### Metal 2

(1.5 px per um)
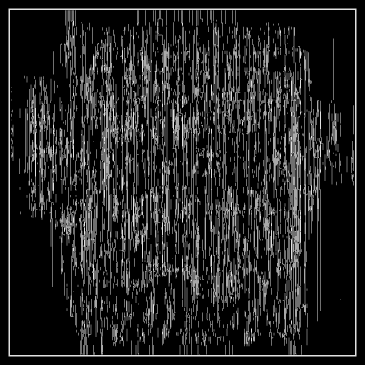
### Routing congestion

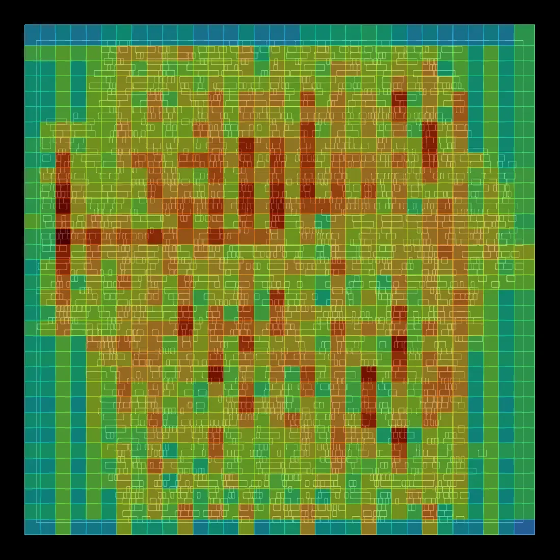
### Register map, names as in the netlist

(1.5 px per um) Other sequential cells in the stronger grey, the rest of the logic in the fainter grey.
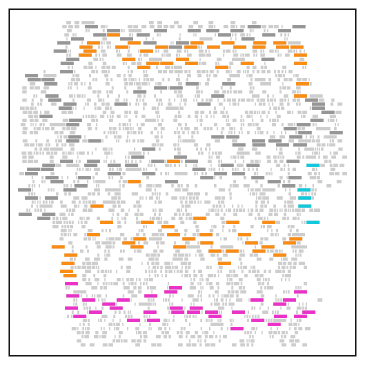
### A small window of the routed layout

Region (103, 103) to (128, 128) um. Cells in grey, sequential cells in the stronger grey; small squares are vias.
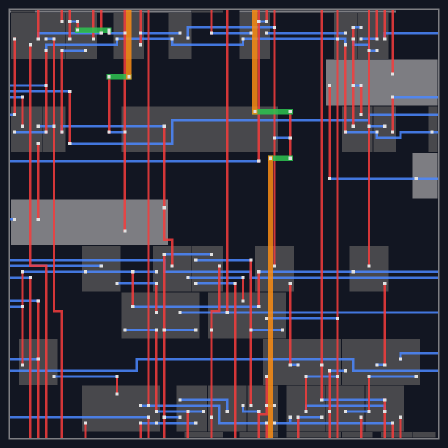
### Cells by drive strength

(2 px per um)
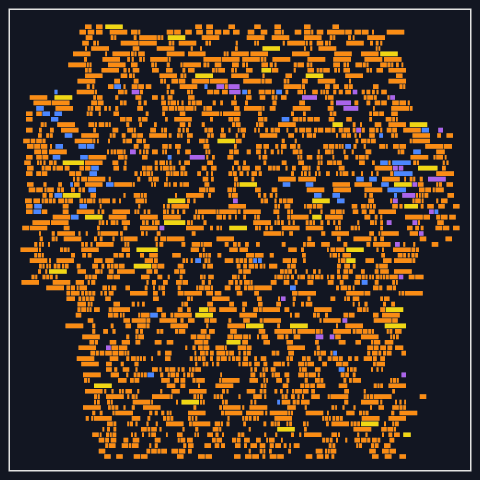
[src/rtl/muldiv_unit.sv]
// Iterative RV32M multiply/divide unit: shift-add multiply, restoring divide, one bit per cycle.
// Latency: fixed WIDTH+2 cycles from accepting edge back to IDLE; result and done at edge t+WIDTH+1.
// Backpressure: busy is high outside IDLE and start is ignored; flush aborts without done or result update.
module muldiv_unit #(
  parameter int WIDTH = 32
) (
  input  logic             clk,
  input  logic             rst,
  input  logic             start,
  input  logic             flush,
  input  logic [2:0]       op,
  input  logic [WIDTH-1:0] opA,
  input  logic [WIDTH-1:0] opB,
  output logic             busy,
  output logic             done,
  output logic [WIDTH-1:0] result
);

  localparam int CW = $clog2(WIDTH);

  typedef enum logic [1:0] {IDLE, CALC, FIX, DONE} state_t;

  state_t               state_q, state_d;
  logic [2:0]           op_q, op_d;
  logic [WIDTH-1:0]     a_q, a_d;          // multiplicand, or dividend shifted out MSB first
  logic [WIDTH-1:0]     b_q, b_d;          // multiplier shifted out LSB first, or divisor
  logic [WIDTH-1:0]     orig_a_q, orig_a_d;
  logic                 neg_q, neg_d;
  logic                 dz_q, dz_d;
  logic [2*WIDTH-1:0]   acc_q, acc_d;      // product, or {remainder, quotient}
  logic [CW-1:0]        cnt_q, cnt_d;
  logic [WIDTH-1:0]     result_q, result_d;
  logic                 done_q, done_d;

  logic                 a_signed, b_signed, a_neg, b_neg;
  logic [WIDTH:0]       sum, shifted;
  logic [WIDTH-1:0]     rem_n;
  logic                 q_bit;
  logic [2*WIDTH-1:0]   prod_s;
  logic [WIDTH-1:0]     quo_s, rem_s, fix_val;

  // Next-state logic: operand capture, one iteration per CALC cycle, sign fix-up and selection in FIX
  always_comb begin
    state_d  = state_q;
    op_d     = op_q;
    a_d      = a_q;
    b_d      = b_q;
    orig_a_d = orig_a_q;
    neg_d    = neg_q;
    dz_d     = dz_q;
    acc_d    = acc_q;
    cnt_d    = cnt_q;
    result_d = result_q;
    done_d   = 1'b0;

    // MULH, MULHSU, DIV, REM treat A as signed; MULH, DIV, REM treat B as signed
    a_signed = (op == 3'b001) || (op == 3'b010) || (op == 3'b100) || (op == 3'b110);
    b_signed = (op == 3'b001) || (op == 3'b100) || (op == 3'b110);
    a_neg    = a_signed & opA[WIDTH-1];
    b_neg    = b_signed & opB[WIDTH-1];

    // One shift-add step: add multiplicand when the current multiplier bit is set, then shift right
    sum      = {1'b0, acc_q[2*WIDTH-1:WIDTH]} + {1'b0, (b_q[0] ? a_q : {WIDTH{1'b0}})};

    // One restoring-divide step: bring in the next dividend bit and subtract if it fits
    shifted  = {acc_q[2*WIDTH-1:WIDTH], a_q[WIDTH-1]};
    q_bit    = (shifted >= {1'b0, b_q});
    rem_n    = q_bit ? WIDTH'(shifted - {1'b0, b_q}) : shifted[WIDTH-1:0];

    // Sign application; overflow (most-negative / -1) falls out of the magnitude path untouched
    prod_s   = neg_q ? -acc_q : acc_q;
    quo_s    = neg_q ? -acc_q[WIDTH-1:0] : acc_q[WIDTH-1:0];
    rem_s    = neg_q ? -acc_q[2*WIDTH-1:WIDTH] : acc_q[2*WIDTH-1:WIDTH];
    case (op_q)
      3'b000:                 fix_val = prod_s[WIDTH-1:0];
      3'b001, 3'b010, 3'b011: fix_val = prod_s[2*WIDTH-1:WIDTH];
      3'b100, 3'b101:         fix_val = dz_q ? {WIDTH{1'b1}} : quo_s;
      default:                fix_val = dz_q ? orig_a_q : rem_s;
    endcase

    case (state_q)
      IDLE: begin
        if (start) begin
          op_d     = op;
          a_d      = a_neg ? -opA : opA;
          b_d      = b_neg ? -opB : opB;
          orig_a_d = opA;
          neg_d    = op[2] & op[1] ? a_neg : (a_neg ^ b_neg);
          dz_d     = (opB == {WIDTH{1'b0}});
          acc_d    = '0;
          cnt_d    = '0;
          state_d  = CALC;
        end
      end
      CALC: begin
        if (!op_q[2]) begin
          acc_d = {sum, acc_q[WIDTH-1:1]};
          b_d   = b_q >> 1;
        end else begin
          acc_d = {rem_n, acc_q[WIDTH-2:0], q_bit};
          a_d   = a_q << 1;
        end
        cnt_d = cnt_q + 1'b1;
        if (cnt_q == CW'(WIDTH - 1)) state_d = FIX;
      end
      FIX: begin
        result_d = fix_val;
        done_d   = 1'b1;
        state_d  = DONE;
      end
      default: state_d = IDLE;
    endcase

    // Abort wins over everything, including a start presented in IDLE
    if (flush) begin
      state_d  = IDLE;
      result_d = result_q;
      done_d   = 1'b0;
    end
  end

  // State and datapath registers with asynchronous reset
  always_ff @(posedge clk or posedge rst) begin
    if (rst) begin
      state_q  <= IDLE;
      op_q     <= '0;
      a_q      <= '0;
      b_q      <= '0;
      orig_a_q <= '0;
      neg_q    <= 1'b0;
      dz_q     <= 1'b0;
      acc_q    <= '0;
      cnt_q    <= '0;
      result_q <= '0;
      done_q   <= 1'b0;
    end else begin
      state_q  <= state_d;
      op_q     <= op_d;
      a_q      <= a_d;
      b_q      <= b_d;
      orig_a_q <= orig_a_d;
      neg_q    <= neg_d;
      dz_q     <= dz_d;
      acc_q    <= acc_d;
      cnt_q    <= cnt_d;
      result_q <= result_d;
      done_q   <= done_d;
    end
  end

  assign busy   = (state_q != IDLE);
  assign done   = done_q;
  assign result = result_q;

endmodule
[config.mk]
export PLATFORM = sky130hd
export DESIGN_NAME = muldiv_unit
export DESIGN_NICKNAME = d
export VERILOG_FILES = /design/src/rtl/muldiv_unit.sv
export SDC_FILE = /design/constraint.sdc
export NUM_CORES = 1
export LEC_CHECK = 0
export CAP_MARGIN = 25
export CORE_MARGIN = 5
export CORE_UTILIZATION = 35
export DETAILED_ROUTE_END_ITERATION = 16
export MAX_ROUTING_LAYER = met4
export PLACE_DENSITY_LB_ADDON = 0.12
export SYNTH_ARGS = -nofsm -noshare
export SYNTH_HDL_FRONTEND = slang
export SYNTH_SLANG_ARGS = --single-unit
[constraint.sdc]
create_clock -name clk -period 8.9 [get_ports clk]
set_input_delay 1.335 -clock clk [delete_from_list [all_inputs] [get_ports clk]]
set_output_delay 1.335 -clock clk [all_outputs]
set_load 0.01 [all_outputs]
==> results.py <==
# Flow results
metrics = {
    "floorplanning": {
        "io_pins": 105,
        "fp_util_pct": 35.4,
        "row_count": 80,
        "dieArea_mm2": 0.0529,
        "die_x_um": 230,
    },
    "synth": {
        "syn_area_per_cell_um2": 7.94,
        "synth_dominant_cell_count": "nand2_1",
        "ys_types": 87,
        "synth_top_flop_cell": "dfrtp_1",
        "synth-xor-area-share_pct": 9.72,
        "synth_flops": 205,
        "synthTopCellsByCount": "275 x nand2_1, 266 x o21ai_0, 205 x dfrtp_1, 195 x a21oi_1, 155 x nor2_1",
        "ys_sh_adder_pct": 5.77,
        "synthesis.nets": 2283,
        "synth.largest_area_cell": "dfrtp_1",
        "yosysCellCount": 2135,
        "synth_area_mm2": 0.0169,
        "top_area_share_pct": 30.3,
        "yosys.area_share.simple_pct": 18.4,
        "ys_sh_mux_pct": 5.73,
        "ys_async_sr_fraction_pct": 100,
        "edf_count": 0,
        "ys_area_mm2": 0.0169,
        "ys_top_cells_by_area": "dfrtp_1 30%, o21ai_0 7.9%, nand2_1 6.1%, a21oi_1 5.8%, ha_1 5.5%",
    },
    "cts": {
        "ctsResizeCount": 0,
        "cts_tree": "built",
        "cts.hold.buffers_added": 0,
        "cts-root-buf": "clkbuf_16",
        "h-tree-depth": 1,
        "clock_sinks": 205,
        "cts-buffers-inserted": 27,
    },
    "worst_hold_path": {
        "min_from": "result[27]",
        "hold_end": "result[27]",
        "holdPathStages": 2,
        "worstHoldPathType": "register to register",
    },
    "cells_and_area": {
        "n_all_inverters": 71,
        "top_register": "acc_q",
        "area_dominant_class": "multi-input combinational cells",
        "area_delta_synth_final_pct": 13.9,
        "regArea_mm2": 0.00513,
        "final_area_mm2": 0.0193,
        "largest_reg_flops": 64,
        "clock_area_share_pct": 4.81,
        "seq_share_pct": 26.6,
        "bufAreaShareNonClock_pct": 6.52,
        "fin_cells": 2781,
        "final_cell_mix": "274 x nand2_1, 266 x o21ai_0, 202 x dfrtp_1",
        "lay_top_count": "nand2_1",
        "drive_gt1_share_pct": 5.91,
        "nClkBuffers": 39,
        "n_antenna_cell": 0,
        "final.signal_buffer_count": 128,
        "logic_gate_count": 1713,
    },
    "final_timing": {
        "whs_ns": 0.485,
        "min_period_ns": 4.37,
        "finalWorstSetupSlack_ns": 4.53,
        "tightestPinTransition_ns": 1.01,
        "max_freq_mhz": 229,
        "maxSlewHeadroom_pct": 32.3,
        "setup-violations-final": 0,
        "setup_tns_ns": 0,
        "post-route-period-util_pct": 49.1,
        "finClkSkew_ns": 0.0281,
        "rsz0062_at_grt": "false",
    },
    "critical_path": {
        "endpoint_kind": "register",
        "path_max_fanout": 40,
        "worstSetupPathType": "register to register",
        "cpPeakStageDelay_ns": 0.94,
        "crit_buf_inv": 1,
        "worstSetupPathDepth": 11,
        "endpoint": "acc_q[0]",
        "r2r_setup_slack_ns": 4.53,
        "reg2reg_from": "b_q[0]",
        "rr_endpoint": "acc_q[0]",
        "critPathLaunch": "b_q[0]",
        "worstSetupStartpointType": "register",
        "crit_slowest_cell": "dfrtp_1",
        "rr_worst_depth": 11,
    },
    "pwr": {
        "power_leader": "combinational cells",
        "comb_power_share_pct": 63.7,
        "cellPowerDensity_mw_per_mm2": 422,
        "p_comb_w": 0.00518,
        "ir_drop_v": 0.000172,
        "finalPower_w": 0.00814,
        "intPower_w": 0.00404,
        "switching_power_w": 0.00409,
        "p_clk_w": 0.00116,
        "pwr-share-clk_pct": 14.3,
        "switching_share_pct": 50.3,
        "p_seq_share_pct": 22.0,
        "pg_seq_w": 0.00179,
    },
    "global_routing": {
        "overflow": 0,
        "grt_max_degree": 81,
        "antenna_found_initial": 1,
        "grt_pass1_wl_um": 88400,
    },
    "route": {
        "top_layer": "met4",
        "met1_length_um": 27500,
        "wl_met2_um": 25100,
        "vias_per_cell": 5.64,
        "wl_met3_um": 2550,
        "drt_iter0_markers": 1195,
        "route.detailed.drc": 0,
        "routed_wl_um": 56200,
    },
    "placement": {
        "placed_cells": 2729,
        "placed_area_mm2": 0.0183,
        "place_congestion": 0.915,
    },
    "outcome": {
        "status": "completed",
    },
    "run": {
        "max_cap_viol_count": 0,
    },
}
## Picture notes: 'Metal 2'
The wires run mostly vertical. The layer carries 25.1 mm of wire.

## Picture notes: 'Routing congestion'
met3 Resource Use GR: 1.96%
Final Util: 40.3%
wire per inst: 20.2 um
met1 Use GR: 30.2%

## Picture notes: 'Register map, names as in the netlist'
Key: cyan = cnt_q [sequential cells 5, where east]; magenta = b_q [sequential cells 32, where a horizontal strip, bottom]; orange = acc_q [sequential cells 64]

## Picture notes: 'A small window of the routed layout'
Key: red = metal 2; blue = metal 1; orange = metal 4; green = metal 3
Netlist names of flops here include a_q (2). 31 logic cells have their middle in the window. Sequential cells in the window: 2. Most frequent: o21ai_0 (5), and2_1 (5), ha_1 (5).

## Picture notes: 'Cells by drive strength'
Key: orange = _0 and _1 cells [cells 2038, most used nand2_1]; yellow = _6 and larger [cells 40, most used clkbuf_16]; purple = _3 and _4 cells [cells 33, most used buf_4]; blue = _2 cells [cells 55, most used mux2_2]

No activity file was given, so power comes from the tool's default toggle rates.
